===== config.mk =====
export PLATFORM = sky130hd
export DESIGN_NAME = dff_pipe
export DESIGN_NICKNAME = d
export VERILOG_FILES = /design/src/rtl/dff_pipe.sv
export SDC_FILE = /design/constraint.sdc
export NUM_CORES = 1
export LEC_CHECK = 0
export CORE_AREA = 2 2 39 41
export DETAILED_ROUTE_END_ITERATION = 12
export DIE_AREA = 0 0 41 43
export GPL_TIMING_DRIVEN = 0
export HOLD_SLACK_MARGIN = 0.1
export PLACE_DENSITY = 0.86
export SYNTH_ARGS = -nofsm -noshare
export SYNTH_HDL_FRONTEND = slang
export SYNTH_SLANG_ARGS = --single-unit

===== constraint.sdc =====
create_clock -name clk -period 2.1 [get_ports clk]
set_input_delay 0.315 -clock clk [delete_from_list [all_inputs] [get_ports clk]]
set_output_delay 0.315 -clock clk [all_outputs]
set_load 0.02 [all_outputs]

===== src/rtl/dff_pipe.sv =====
// Elastic DEPTH-stage register pipeline with valid/ready handshakes at both ends.
// Adds a programmable reset value, a global freeze (en), a synchronous flush and an occupancy count.
module dff_pipe #(
    parameter int WIDTH     = 4,
    parameter int DEPTH     = 2,
    parameter int RESET_VAL = 1
) (
    input  logic                       clk,
    input  logic                       rst,
    input  logic                       en,
    input  logic                       flush,
    input  logic                       in_valid,
    output logic                       in_ready,
    input  logic [WIDTH-1:0]           d,
    output logic                       out_valid,
    input  logic                       out_ready,
    output logic [WIDTH-1:0]           q,
    output logic [$clog2(DEPTH+1)-1:0] count
);

    localparam int              CW    = $clog2(DEPTH+1);
    localparam logic [WIDTH-1:0] RST_V = WIDTH'(RESET_VAL);

    logic [WIDTH-1:0] data_q [DEPTH];
    logic [WIDTH-1:0] data_d [DEPTH];
    logic [DEPTH-1:0] vld_q;
    logic [DEPTH-1:0] vld_d;
    logic [DEPTH-1:0] rdy;
    logic [CW-1:0]    count_q;
    logic [CW-1:0]    count_d;
    logic             in_xfer;

    // A stage can load when any stage at or downstream of it is empty, or the sink drains.
    always_comb begin
        rdy = '0;
        for (int i = 0; i < DEPTH; i++) begin
            rdy[i] = out_ready;
            for (int j = i; j < DEPTH; j++) begin
                if (!vld_q[j]) begin
                    rdy[i] = 1'b1;
                end
            end
        end
    end

    assign in_ready = en && !flush && rdy[0];
    assign in_xfer  = in_valid && in_ready;

    always_comb begin
        vld_d  = vld_q;
        data_d = data_q;
        if (flush) begin
            vld_d = '0;
            for (int i = 0; i < DEPTH; i++) begin
                data_d[i] = RST_V;
            end
        end else if (en) begin
            if (rdy[0]) begin
                vld_d[0] = in_xfer;
                if (in_xfer) begin
                    data_d[0] = d;
                end
            end
            // Bubbles keep their stale data so q stays stable while out_valid is low.
            for (int i = 1; i < DEPTH; i++) begin
                if (rdy[i]) begin
                    vld_d[i] = vld_q[i-1];
                    if (vld_q[i-1]) begin
                        data_d[i] = data_q[i-1];
                    end
                end
            end
        end
        count_d = '0;
        for (int i = 0; i < DEPTH; i++) begin
            count_d = count_d + CW'(vld_d[i]);
        end
    end

    always_ff @(posedge clk or posedge rst) begin
        if (rst) begin
            vld_q   <= '0;
            count_q <= '0;
            for (int i = 0; i < DEPTH; i++) begin
                data_q[i] <= RST_V;
            end
        end else begin
            vld_q   <= vld_d;
            data_q  <= data_d;
            count_q <= count_d;
        end
    end

    assign out_valid = en && vld_q[DEPTH-1];
    assign q         = data_q[DEPTH-1];
    assign count     = count_q;

endmodule

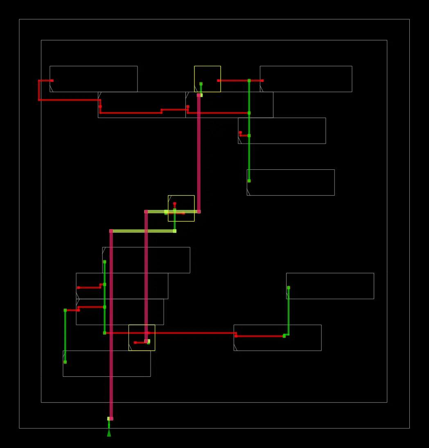
*Clock wiring as the flow saved it*
CTS Buf Count: 3
Clk power: 136 uW

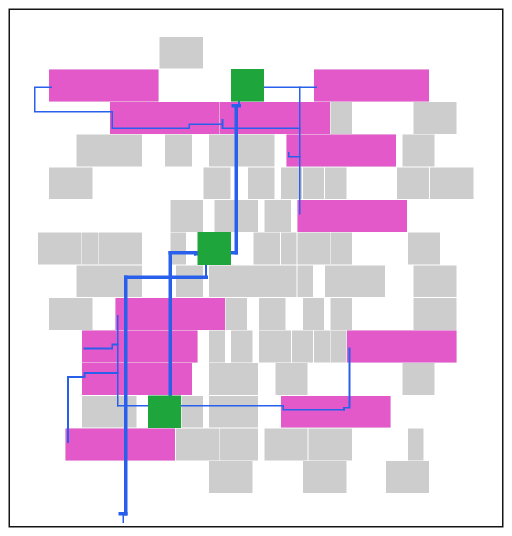
*Clock wires, drivers and flops*
Scale: 12 px per um.
[clock-net drivers] green | count: 3
[clock wires] blue | length: 156 um
[flip-flops] magenta | count: 12
routed clock nets: 4
Clock Latency Late Sink: 0.27 ns
worst clock skew: 0.001247 ns
clock power share: 29.9%

==> out/results.ini <==
[grt]
grt_overflow=0
busiest_layer=met1
grt_pass1_vias=447
use_met1_pct=21.16

[timing]
hold_violations=0
timing.hold.ws_ns=0.3410
fin_crit_sh_pct=96.05
slew_viol_final=0
fin_setup_tns_ns=0
fmax_ghz=0.4957
period_needed_ns=2.017

[floorplanning]
die_x_um=41
rows=14
ioPinCount=18

[placed_design]
placed_area_sq_um=795.8
gp_congestion=0.7477

[status]
run_status=finished clean

[setup_path]
crit_chain=clkdlybuf4s50_1, clkbuf_1, a211oi_1, dlygate4sd2_1
cp-endpoint=in_ready
rr_startpoint=vld_q[1]$_DFF_PP0_

[finish]
flop-count=12
n_all_inverters=3
fillers=133
logic_gates=33
comb_area_sq_um=251.5
clkbuf_count=3
sh_comb_area_pct=30.78

[detailed_routing]
dr_wl_met3_um=51
drtPass1Iterations=4
vias_per_cell=5.111
drc=0
ant_nets=0

[synthesis]
syn_area_sq_um=615.6
ys_area_sq_um=615.6
top_cell_area_share_pct=40.65
ys_sh_simple_pct=17.28
yosysCellCount=55
ys.flops=12
synth.largest_area_cell=dfrtp_1
synth-main-ff-cell=dfrtp_1

[pwr]
total_power_uw=455.1
p_switching_uw=109.0
comb_power_share_pct=16.1
top_power_group=sequential cells

[min_path]
hold_class=in2async

[clock_tree]
numClockSinks=12
cts_max_path_buffers=2
post-cts-setup-buffers=0
path_clk_slew_ns=0.07

Power and IR drop assume default switching activity.
